$ cat src/rtl/rr_arbiter16.sv
// Round-robin arbiter for 16 level requesters with optional hold-time limit.
// gnt/gnt_idx/gnt_valid/timeout are all registered; the owner keeps the grant
// until it drops its request or MAX_HOLD consecutive cycles have elapsed.
module rr_arbiter16 #(
  parameter int unsigned MAX_HOLD = 16,
  parameter int unsigned CW       = 8
) (
  input  logic        clk,
  input  logic        rst_n,
  input  logic [15:0] req,
  input  logic        en,
  output logic [15:0] gnt,
  output logic [3:0]  gnt_idx,
  output logic        gnt_valid,
  output logic        timeout
);

  localparam int unsigned N  = 16;
  localparam int unsigned IW = 4;

  typedef enum logic {IDLE, GRANT} state_t;

  state_t          state_q, state_d;
  logic [IW-1:0]   ptr_q, ptr_d;
  logic [CW-1:0]   cnt_q, cnt_d;
  logic [N-1:0]    gnt_d;
  logic [IW-1:0]   idx_d;
  logic            valid_d;
  logic            timeout_d;

  logic [IW-1:0]   arb_ptr_c;
  logic [IW-1:0]   win_c;
  logic            any_req_c;
  logic            owner_req_c;
  logic            at_limit_c;

  // First set bit of r at or above p, searching upward with wrap.
  function automatic logic [IW-1:0] pick(input logic [N-1:0] r, input logic [IW-1:0] p);
    logic [IW-1:0] w;
    logic [IW-1:0] i;
    logic          found;
    w     = '0;
    found = 1'b0;
    for (int k = 0; k < N; k++) begin
      i = p + IW'(k);
      if (!found && r[i]) begin
        w     = i;
        found = 1'b1;
      end
    end
    return w;
  endfunction

  // Winner search: from IDLE use ptr, on a hand-over the old owner goes last.
  always_comb begin
    arb_ptr_c   = (state_q == GRANT) ? (gnt_idx + IW'(1)) : ptr_q;
    win_c       = pick(req, arb_ptr_c);
    any_req_c   = |req;
    owner_req_c = req[gnt_idx];
    at_limit_c  = (MAX_HOLD != 0) && (cnt_q >= CW'(MAX_HOLD));
  end

  // Next-state and next-output logic.
  always_comb begin
    state_d   = state_q;
    ptr_d     = ptr_q;
    cnt_d     = cnt_q;
    gnt_d     = gnt;
    idx_d     = gnt_idx;
    valid_d   = gnt_valid;
    timeout_d = 1'b0;

    unique case (state_q)
      IDLE: begin
        if (en && any_req_c) begin
          state_d = GRANT;
          gnt_d   = N'(1) << win_c;
          idx_d   = win_c;
          valid_d = 1'b1;
          cnt_d   = CW'(1);
        end
      end
      GRANT: begin
        if (owner_req_c && !at_limit_c) begin
          cnt_d = (cnt_q == {CW{1'b1}}) ? cnt_q : cnt_q + CW'(1);
        end else begin
          timeout_d = owner_req_c;
          ptr_d     = gnt_idx + IW'(1);
          if (en && any_req_c) begin
            gnt_d   = N'(1) << win_c;
            idx_d   = win_c;
            valid_d = 1'b1;
            cnt_d   = CW'(1);
          end else begin
            state_d = IDLE;
            gnt_d   = '0;
            idx_d   = '0;
            valid_d = 1'b0;
            cnt_d   = '0;
          end
        end
      end
      default: state_d = IDLE;
    endcase
  end

  // State and output registers with synchronous active-low reset.
  always_ff @(posedge clk) begin
    if (!rst_n) begin
      state_q   <= IDLE;
      ptr_q     <= '0;
      cnt_q     <= '0;
      gnt       <= '0;
      gnt_idx   <= '0;
      gnt_valid <= 1'b0;
      timeout   <= 1'b0;
    end else begin
      state_q   <= state_d;
      ptr_q     <= ptr_d;
      cnt_q     <= cnt_d;
      gnt       <= gnt_d;
      gnt_idx   <= idx_d;
      gnt_valid <= valid_d;
      timeout   <= timeout_d;
    end
  end

endmodule

$ cat config.mk
export PLATFORM = sky130hd
export DESIGN_NAME = rr_arbiter16
export DESIGN_NICKNAME = d
export VERILOG_FILES = /design/src/rtl/rr_arbiter16.sv
export SDC_FILE = /design/constraint.sdc
export NUM_CORES = 1
export LEC_CHECK = 0
export ABC_AREA = 1
export CORE_MARGIN = 5
export CORE_UTILIZATION = 35
export CTS_BUF_LIST = sky130_fd_sc_hd__clkbuf_4
export DETAILED_ROUTE_END_ITERATION = 7
export GPL_TIMING_DRIVEN = 0
export PLACE_DENSITY = 0.57
export SLEW_MARGIN = 20
export SYNTH_ARGS = -nofsm -noshare
export SYNTH_HDL_FRONTEND = slang
export SYNTH_SLANG_ARGS = --single-unit
$ cat constraint.sdc
create_clock -name clk -period 8.1 [get_ports clk]
set_input_delay 2.025 -clock clk [delete_from_list [all_inputs] [get_ports clk]]
set_output_delay 2.025 -clock clk [all_outputs]
set_load 0.02 [all_outputs]
Fig. 1: cell area per tile
Bar = 20 um. 12 x 12 tiles, from dark blue (low) to red (high), 0 to 100% covered.
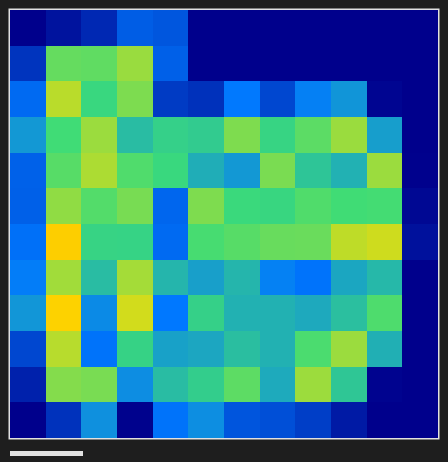
The fullest tile reaches 77%. 1.4% of the tiles are over 75% full. The emptiest ninth of the die: north-east. The densest ninth of the die: west.
share of the core filled with cells in the final layout: 41.1%
initial standard-cell utilization of the core: 35.5%
placeable core area: 11400 sq um

Fig. 2: placement by cell class
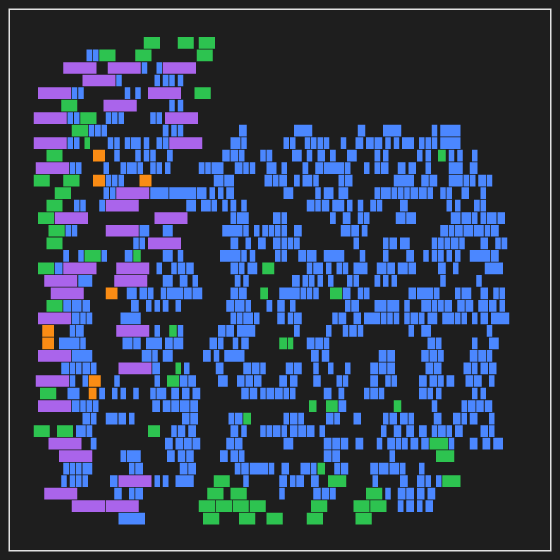
combinational and other logic: in blue, cells 663, share of their area 71%. other buffers and delay cells: in green, cells 61, share of their area 12%. flops: in purple, cells 35, share of their area 16%. clock drivers and dummy loads: in orange, cells 8, share of their area 1.3%.
number of core rows: 39
design area: 4670 sq um
register fraction of the total cell area: 15.0%

Fig. 3: track usage over the die
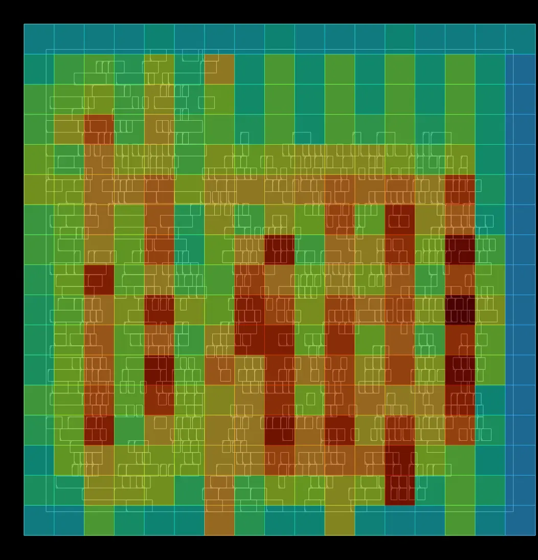
global router's overall resource usage: 20.3%
highest-utilization routing layer at the global route stage: met2
global-route track usage on met1: 28.2%
M2 GR Usage: 31.8%
met3 routing resource usage after global routing: 2.02%

Fig. 4: sizing map
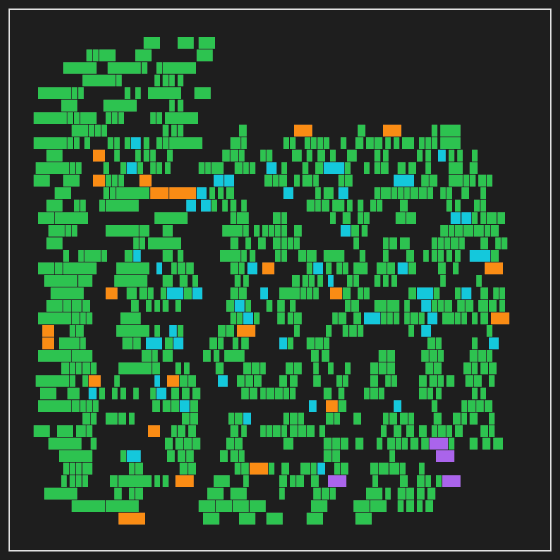
_0 and _1 cells: in green, cells 692, most used nand2_1. _2 cells: in cyan, cells 49, most used nand2_2. _6 and larger: in purple, cells 4, most used buf_6. _3 and _4 cells: in orange, cells 22, most used clkbuf_4.
slack of the critical path: 3050 ps
Non-Clock Buffer Count: 61
area overhead of the layout relative to synthesis: 15.8%

==> design notes <==
Maximum cell stage delay along the critical path: 510 ps. Power spread over the standard cell area amounts to 443 nW/um^2. Together, buffers and inverters on the worst path number 5.

TritonCTS built the clock tree. The transition at the pin with the smallest max-transition slack is 821 ps, and the via count is 5018. Combinational logic power: 0.00174 W. For the overflow left after global routing, the log shows 0. With the initial antenna violation count at 0, the vertical die dimension is 117 um. The clock distribution power is 0.0000954 W, and the aggregate negative setup slack is 0 ps.

The run gives 910 as the number of cells in the finished layout apart from fillers. Setup slack on the worst path after placement came out at 2730 ps. In the detailed route, the total length drawn on met3 is 931 um. Endpoints with negative setup slack in the final report add up to 0.

STA classifies the critical path endpoint as a flip-flop. The internal power of the cells totals 0.000754 W. The first routing iteration left 366 violations. Once placement completed, the tool counted placed cells totaling 902. Post-synthesis, Yosys gives the total cell area as 4030 sq um. Hold repair after CTS inserted 0 buffers.

The horizontal die dimension is 117 um, and the power share of the clock group is 4.6%. For the clock insertion delay at the later pin of the skew report, the log shows 340 ps. In this run the critical register-to-register path is captured at gnt[9]. The tightest hold path in the finished design has a slack of 444 ps. In the placement report, post-DP HPWL is listed as 11500 um.

Warnings raised by the tools during the run amount to 33. Synthesis produced 719 cells. Sequential cells burn 11.2% of the power. Sum of routed wire length over all layers: 14400 um.

Final critical path time including I/O delays and setup: 5050 ps. The run gives 0 for the number of maximum-capacitance violations. Sequential elements use 17.4% of the synthesized area.

Max-slew check failures listed in the final report amount to 0. Input and output buffers added on the ports amount to 40. The script logs the ratio of routed vias to standard cells as 5.51. The worst setup path is launched from a flip-flop.

Summing every instance area after synthesis gives 4030 sq um. In the hold report, the worst path ends at cnt_q[7]. The final critical-path share of the clock period came out at 62.4%. Looking at the VDD voltage map, the peak drop is 205 uV.

The top cell family by delay on the critical path was simple AND/OR/NAND/NOR gates. Entering global routing, the biggest net connects 14 pins. Looking at the clock tree report, the H-tree level count equals 2. By startpoint and endpoint, the worst setup path is classified as flip-flop to flip-flop.

The post-route netlist has 9.78% of its cells at a drive strength greater than 1. The power in sequential cells was 0.000232 W; the DRC violation count after routing was 0. The run gives 0.00207 W as the total power after layout. Once the clock tree was built, the setup fixing pass inserted 0 buffers.

The first TritonRoute pass finished after 7 iterations. The startpoint of the lowest-slack hold path was cnt_q[7]. With the maximum fanout along the worst path at 13, the number of cells on the worst hold path is 2. The routed design uses 6300 um of met2 wire. Clock tree synthesis found a total of 35 sinks. Post-CTS repair ended up resizing 0 cells. The routability-driven placement congestion ratio was 0.932. Of the total power, combinational logic draws 84.1%. Number of nets still failing antenna checks after routing: 0. Per the detailed placement report, the placed cell area equals 4610 sq um. For the critical path arrival, the log shows 5340 ps. After the last flow step, the layout net total stands at 795. Switching power as a fraction of the total was reported as 63.5%.

The run finished with clean final reports. The reported leakage power is 2.23 nW. For reference, the critical path is captured by gnt[9]. The detailed router used layers up to and including met4. The worst-case reg-to-reg setup slack stands at 3050 ps. Slowest library cell on the worst path: dfxtp_1. The flow reports an fmax of 198 MHz. A synthesized cell averages 5.61 sq um. The critical path endpoint has a required time of 8390 ps. Clock-pin slew was measured on the worst setup and hold paths at 120 ps.

Leaving out fill and tap cells, the most frequent cells in the layout are nand2_1, nand3_1, inv_1. The synthesized netlist was found by Yosys to have 719 cells. The run gives 2 for the buffer depth of the longest clock path. The total clock buffers created by CTS was 5. In this run the worst setup path begins at gnt_idx[0]. The net switching power in the latest report is 0.00131 W. Headroom to the max-slew limit came out at 44.7%.

Wire length of the first global-routing pass: 23500 um. In this run, distinct cell masters in the synthesized netlist total 40. The power group with the largest share was combinational logic. The run gives 35 for the number of synthesized register bits. For the worst reg-to-reg path, the startpoint reported by OpenROAD is gnt_idx[0]. In this run the clock root is driven by a clkbuf_4.

The final antenna diode tally reported by the flow is 0. The run gives 22.2 ps for the worst clock skew on the final layout. Note that the worst hold path type here is flip-flop to flip-flop. The chip occupies 13800 sq um.

The cell that appears most often on the critical path is nand2_1. Setup repair after global routing left no endpoint under its margin. Hold-check failures listed in the final report amount to 0.

With the depth of the worst register-to-register path at 27, the path length in cells of the critical path is 27. Counting the warning lines in the Yosys log gives 0. With the per-cell routed wire length at 15.8 um, the floorplan net count is 748. The most used logic cell in the final layout was nand2_1.

The tools report the number of global-route vias before repair as 4736. For this design the top-level I/O count stands at 41. The routed metal-1 wire length was 6580 um.
## cell families after synthesis
group                      after synthesis  share of synthesized area, %
adders and majority gates               10                          3.10
AOI/OAI and AO/OA                       58                          8.41
xor gates and xnor gates                 4                         0.869
buffers and inverters                   93                          10.1
and+or+nand+nor                        519                          60.1
DFF                                     35                          17.4
## cell type report
cell class / instances / area, sq um
flip-flops and latches: 35 / 701
well taps: 143 / 179
clock buffers: 6 / 45.0
clock inverters: 2 / 12.5
fillers: 1267 / 6700
repair buffers: 40 / 400
plain buffers: 21 / 139
multi-input cells: 591 / 2920
inverters: 72 / 270
## synth_stat cells
library cell    n  share of area, %
nand4_2         3              0.93
nand2_1       228                21
or2_1           1              0.16
nor2_1         45               4.2
o21a_1          3              0.56
nor4_1          2              0.31
nand2_4         3              0.84
nor2_4          5               1.4
clkbuf_1        3              0.28
nand3b_1        3              0.56
o22ai_1         4              0.62
a21oi_4         1              0.40
nand4_1        19               2.9
nor2_2          8               1.2
and3_1          1              0.16
clkinv_1        3              0.28
o21ai_0        22               2.7
nand2_2        18               2.8
dfxtp_1        35                17
a211oi_1        1              0.19
inv_1          66               6.1
o21ai_4         1              0.40
o21ai_1         1              0.12
or2_2           2              0.31
nor3_1          6              0.74
xor2_1          3              0.65
a21oi_1        20               2.5
ha_1           10               3.1
a31oi_1         2              0.31
a21boi_0        1              0.19
and2_1          2              0.31
nand3_2         4              0.99
nand3_1       169                21
o21ai_2         1              0.22
o21bai_1        1              0.19
inv_2           3              0.28
xnor2_1         1              0.22
buf_4           5              0.93
buf_6           4               1.1
buf_2           9               1.1
## state kept, by name, summed over array words and instances, names as in the netlist
register and cells:
gnt 16, cnt_q 8, gnt_idx 4, ptr_q 4
gnt_valid 1, state_q 1, timeout 1
No activity file was given, so power comes from the tool's default toggle rates.
